Figure 1. Metal 1 (run 1).
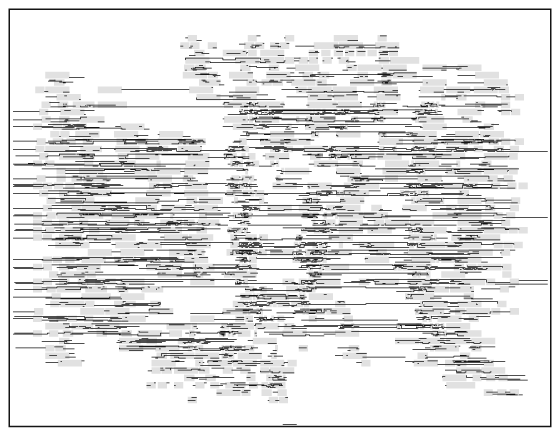
Figure 2. Signal wires on met2 (run 1).
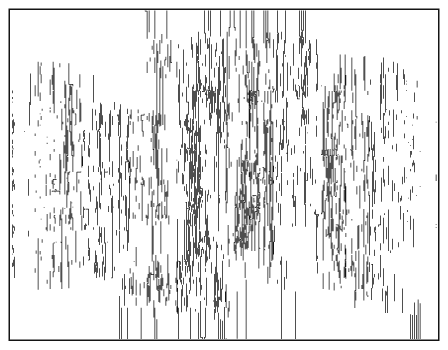
Figure 3. Met4 routing (run 1).
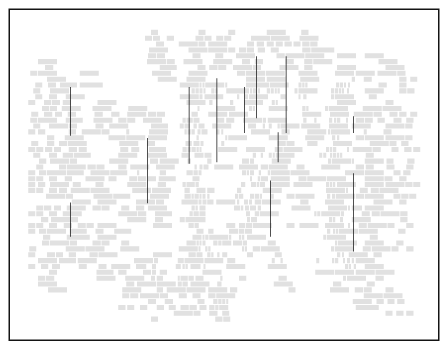
Design tc_result_restore, sky130hd; sources not shown.
==> results.toml, run 1 <==
# generated from flow reports
[global_route]
grt_max_degree = 140
grt_usage_pct = 14.3
grt_pass1_wl_um = 35200

[logic_synthesis]
top_cells_by_count = "dfrtp_1, mux2_2, nand2_1, o21ai_0, clkbuf_1"
netlist.area_leader.share_pct = 59.3
largest_area_cell = "dfrtp_1"
postSynth.asyncResetShare_pct = 100
yosys_area_sq_um = 8780

[placement]
pre_cts_ws_ps = 9230
hpwl_um = 15500

[timing]
skew_ps = 11.4
hold_ws_ps = 486
fmax_mhz = 120
min_period_over_period_pct = 47.5
timing.final.hold_violations = 0
fin_crit_ps = 8350

[floorplan]
pin_count = 144
core_area_sq_um = 24800
die_y_um = 153

[pwr]
pwr-share-comb_pct = 42.6
total_power_mw = 2.31

[cts]
root_buffer = "clkbuf_16"
cts_tree = "done"
numCtsBuffers = 23

[worst_setup_path]
crit_chain = "clkdlybuf4s50_1 -> nor3_1 -> clkdlybuf4s50_1"
required_ps = 14080

[final_layout]
fillCellCount = 2211

[outcome]
outcome = "complete, no violations"

[min_path]
hold_depth = 2
-- Figure 1 (at the start) --
main direction: horizontal
share of all routed wire: 49%
nets with wire on the layer: 783
GR Layer Usage met1: 21.1%
final WL: 21700 um
routed via count: 5769

-- Figure 2 (at the start) --
wire length on this layer: 9220 um
nets with wire on the layer: 792
main direction: vertical
share of all routed wire: 43%
longest straight run: 76.2 um
M2 GR Usage: 21.1%

-- Figure 3 (at the start) --
nets with wire on the layer: 4
wire length on this layer: 310 um
share of all routed wire: 1.4%

run 1: worst max-delay path, delay by kind of cell:
kind / cells / cell delay (ps)
buffers and inverters: 2 / 1140
and+or+nand+nor: 1 / 180
run 1: cell families after synthesis:
logic type               share of synthesized area (%)
multiplexers                                      22.1
flip-flops                                        59.5
adder cells (fa/ha/maj)                           1.14
AND/OR/NAND/NOR                                   8.29
AND-OR/OR-AND                                     5.30
XOR/XNOR                                          1.30
buffers and inverters                             2.29
run 1: area by class of cell:
class | count | area share [%]
tap | 338 | 3.71
clock inverter | 12 | 1.91
clock buffer | 29 | 5.68
multi-input combinational | 404 | 29.5
timing repair buffer | 149 | 12.9
inverter | 12 | 0.461
sequential | 209 | 45.8
run 1: cells in the final DEF, fill, tap and decap left out, types with 3 or more instances in the layout:
| cell | n |
|---|---|
| buf_4 | 6 |
| dfrtp_1 | 208 |
| clkbuf_16 | 23 |
| nand3_1 | 6 |
| clkbuf_8 | 5 |
| nor3_1 | 16 |
| a221o_1 | 3 |
| clkdlybuf4s50_1 | 143 |
| nand2b_1 | 8 |
| ha_1 | 8 |
| mux4_2 | 16 |
| clkinv_2 | 4 |
| xnor2_1 | 12 |
| or3_1 | 5 |
| nor4_1 | 6 |
| o21ai_1 | 9 |
| mux2i_1 | 3 |
| or4_1 | 3 |
| mux2_2 | 138 |
| a32oi_1 | 4 |
| nor2_1 | 13 |
| a211oi_1 | 3 |
| o21ai_0 | 51 |
| nand4_1 | 5 |
| nand2_1 | 69 |
| bufinv_16 | 6 |
| inv_1 | 11 |
run 1: power groups by stage:
stage          sequential [mW]  clock [mW]  combinational [mW]
2_1_floorplan            0.821           0               0.589
3_3_place_gp             0.784           0               0.971
3_5_place_dp             0.796           0               0.995
4_1_cts                  0.788       0.554               0.997
5_1_grt                  0.813       0.575                1.07
6_report                 0.785       0.541               0.986
run 1: layer usage:
layer	share of wire, %	GRT usage, %
met1	49	21.1
met2	42	21.1
met4	1.4	2.85
met5	0	0
met3	6.7	3.55
run 1: stage by stage:
step           cells  util, %
4_1_cts         1153     45.9
3_3_place_gp    1112     42.5
2_1_floorplan    662        -
6_report        1153     45.9
5_1_grt         1153     45.9
3_5_place_dp    1112     42.5
Figure 4. Cell density map (run 1).
Bar = 50 um. The die is cut into 20 by 15 equal tiles; dark blue is low, red is high, 0 to 100% covered.
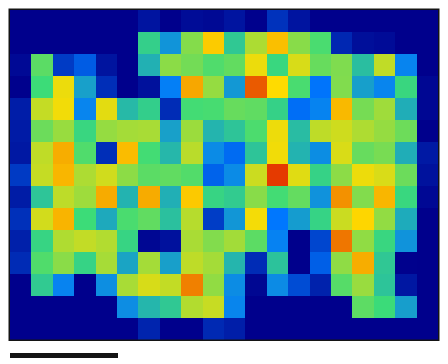

## Run 2: what changed since run 1
Settings changed: PLACE_DENSITY 0.57 to 0.59.
Clock period 17.6 ns to 7.1 ns, I/O delays scaled along.
Figure 5. Cell density map (run 2).
Bar = 50 um. The die is cut into 20 by 15 equal tiles; dark blue is low, red is high, 0 to 100% covered.
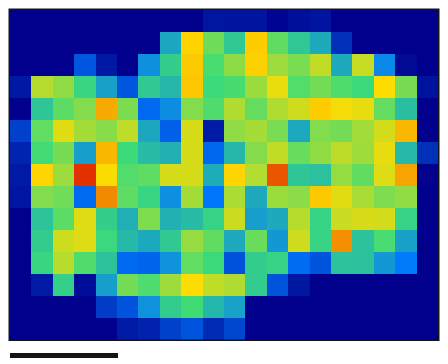
nearly empty tiles: 25%
emptiest ninth of the die: bottom right
tiles over 75% full: 5.7%
floorplan core density: 35.4%
core area: 24800 sq um

==> results.toml, run 2 <==
# generated from flow reports
[route]
met1_length_um = 10500
top_layer_used = "met5"
wl_met3_um = 1960

[final_layout]
fin_cells = 1157
final_util_pct = 45.6
final_cell_mix = "dfrtp_1, clkdlybuf4s50_1, mux2_2"

[placement]
placed_cells = 1115
hpwl_um = 15400

[global_route]
grt_max_degree = 75

[worst_setup_path]
crit_cells = 3
crit_chain = "clkdlybuf4s50_1 -> nor3_1 -> clkdlybuf4s50_1"
cp_top_family = "buffers and inverters"
required_ps = 5680

[timing]
timing.final.hold_violations = 0
hold_ws_ps = 474
min_period_over_period_pct = 57.5
skew_ps = 12.8
fin_crit_ps = 4080

[logic_synthesis]
postSynth.asyncResetShare_pct = 100
yosys_area_sq_um = 8780
top_cells_by_count = "dfrtp_1, mux2_2, nand2_1, o21ai_0, clkbuf_1"
largest_area_cell = "dfrtp_1"
netlist.area_leader.share_pct = 59.3

[outcome]
outcome = "complete, no violations"

[cts]
root_buffer = "clkbuf_16"

[min_path]
hold_depth = 2

[floorplan]
pin_count = 144
Figure 6. Signal wires on met2 (run 2).
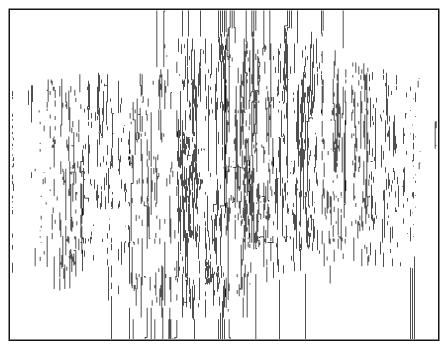
longest straight run: 66.2 um
nets with wire on the layer: 764
share of all routed wire: 41%
wire length on this layer: 9030 um
final WL: 21800 um
routed via count: 5723
M2 GR Usage: 19.8%

[run 2: routing by layer]
metal,GRT usage [%],vias up
met4,2.36,4
met1,21.6,2872
met2,19.8,176
met5,0,-
met3,4.54,24
li1,-,2647
[run 2: cell families after synthesis]
group	synth area share, %
DFF	59.5
muxes	22.1
and+or+nand+nor	8.29
AOI/OAI and AO/OA	5.30
buffers and inverters	2.29
xor gates and xnor gates	1.30
adders and majority gates	1.14
[run 2: worst reg2reg max path, stage by stage (launching register included)]
cell	delay [ps]
dfrtp_1	600
buf_4	430
inv_1	170
ha_1	340
nand2_1	150
and2_1	220
nand2_1	430
or4b_2	990
or3_1	380
nand3_1	90
[run 2: area by class of cell]
type,instances,area [sq um]
Tap cell,338,423
Sequential cell,209,5230
Fill cell,2289,13500
Inverter,12,48.8
Clock buffer,34,677
Timing Repair Buffer,152,1500
Multi-Input combinational cell,404,3360
Clock inverter,8,96.3
[run 2: where the power goes]
part / internal (mW) / switching [mW]
logic: 1.05 / 1.43
clock network: 0.733 / 0.475
registers: 1.67 / 0.288
[run 2: through the flow]
step	total power [mW]	setup slack (ps)	instance area (sq um)
6_report	5.64	3020	11300
5_1_grt	6.00	2910	11300
3_5_place_dp	4.50	3000	10600
4_1_cts	5.71	3010	11300
2_1_floorplan	3.50	2970	8790
3_3_place_gp	4.45	3030	10600
Figure 7. Congestion heat map (run 2).
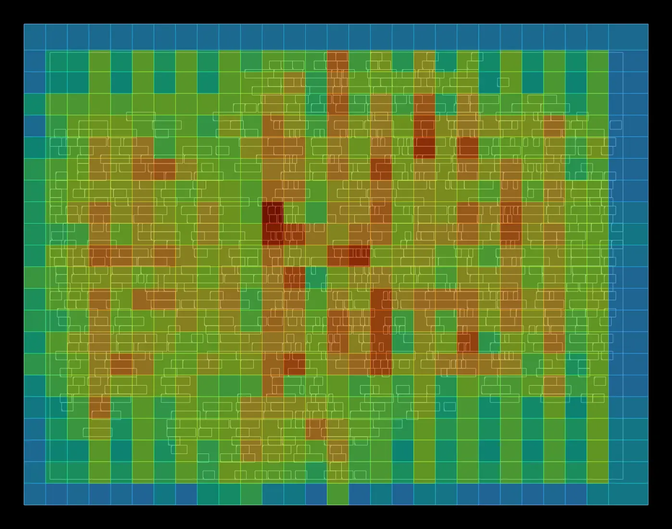

## Run 3: what changed since run 2
Clock period 7.1 ns to 3.4 ns, I/O delays scaled along.
Figure 8. Congestion heat map (run 3).
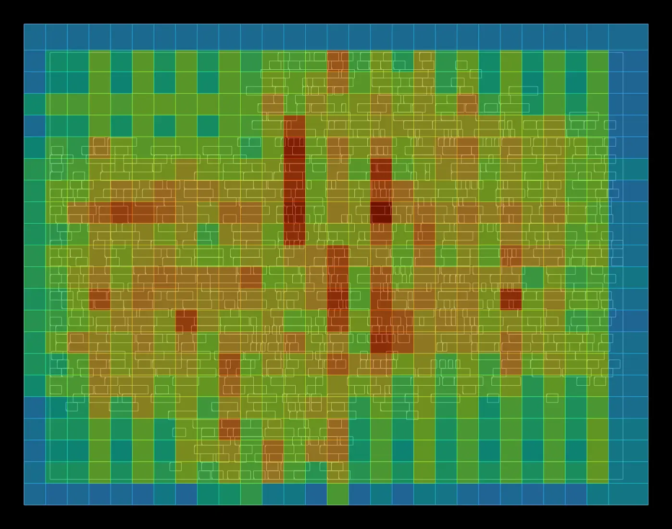
grt peak-use layer: met1
Final Util: 46.2%
wire per inst: 19.2 um
GRT Total Usage: 15.0%

==> results.toml, run 3 <==
# generated from flow reports
[timing]
skew_ps = 8.34
timing.final.hold_violations = 0
min_period_over_period_pct = 91.5

[logic_synthesis]
netlist.area_leader.share_pct = 59.3
largest_area_cell = "dfrtp_1"
postSynth.asyncResetShare_pct = 100
yosys_area_sq_um = 8780

[pwr]
total_power_mw = 11.9

[min_path]
hold_depth = 2

[floorplan]
die_y_um = 153
core_area_sq_um = 24800

[final_layout]
fin_cells = 1171
comb_area_sq_um = 3370
final_common_cell = "dfrtp_1"
fillCellCount = 2321

[cts]
root_buffer = "clkbuf_16"
cts_tree = "done"
numCtsBuffers = 22

[placement]
post_dp_cell_area_sq_um = 10700
placed_cells = 1133

[global_route]
grt_max_degree = 85

[outcome]
outcome = "complete, no violations"

[worst_setup_path]
required_ps = 3760
Figure 9. Metal 1 (run 3).
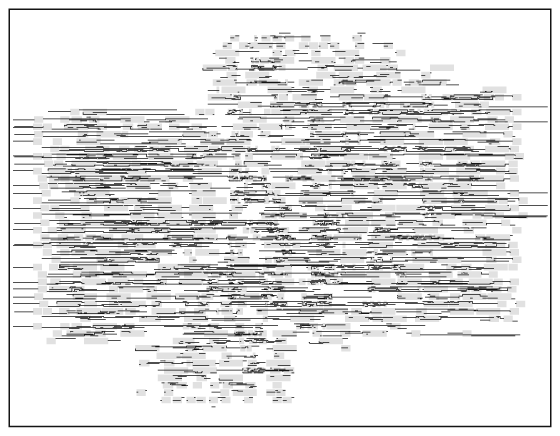
share of all routed wire: 51%
nets with wire on the layer: 798
main direction: horizontal
routed via count: 5841
final WL: 22500 um
GR Layer Usage met1: 23.1%

run 3: cell families after synthesis:
kind of cell	Yosys count	share of synthesized area (%)
AOI/OAI and AO/OA	80	5.30
xor gates and xnor gates	13	1.30
adders and majority gates	8	1.14
buffers and inverters	49	2.29
DFF	209	59.5
muxes	157	22.1
and+or+nand+nor	146	8.29
run 3: area by class of cell:
| type | count | area share [%] |
|---|---|---|
| Clock buffer | 33 | 5.87 |
| Timing Repair Buffer | 170 | 14.7 |
| Clock inverter | 5 | 0.284 |
| Inverter | 12 | 0.426 |
| Sequential cell | 209 | 45.6 |
| Tap cell | 338 | 3.69 |
| Multi-Input combinational cell | 404 | 29.4 |
run 3: routing by layer:
layer,up-vias,track usage [%],share of wire (%)
li1,2698,-,-
met1,2944,23.1,51
met2,168,20.6,40
met3,31,3.84,7.5
met4,0,3.21,1.9
met5,-,0,0
run 3: repair_timing:
item / 4_1_cts / 5_1_grt
resized: 0 / 1
endpoints found under the setup margin: 0 / 2
buffers inserted: 0 / 0
run 3: where the power goes:
group	switching, mW	internal [mW]
Clock	0.964	1.37
Sequential	0.656	3.49
Combinational	2.89	2.51
Total	4.51	7.36
run 3: metrics by stage:
stage | worst slack, ps | hold WS [ps]
global placement | 282 | 463
floorplan | 6.60 | 446
global route | 13.0 | 506
CTS | 195 | 481
finish | 289 | 478
detailed placement | 211 | 467
run 3: worst max-delay path: stages (launching register included):
cell and delay [ps]:
dfrtp_1 470, buf_4 280, mux4_2 590, or4_1 680
nor2_1 250, a211oi_1 120, xnor2_1 400, o21ai_0 170
No activity file was given, so power comes from the tool's default toggle rates.
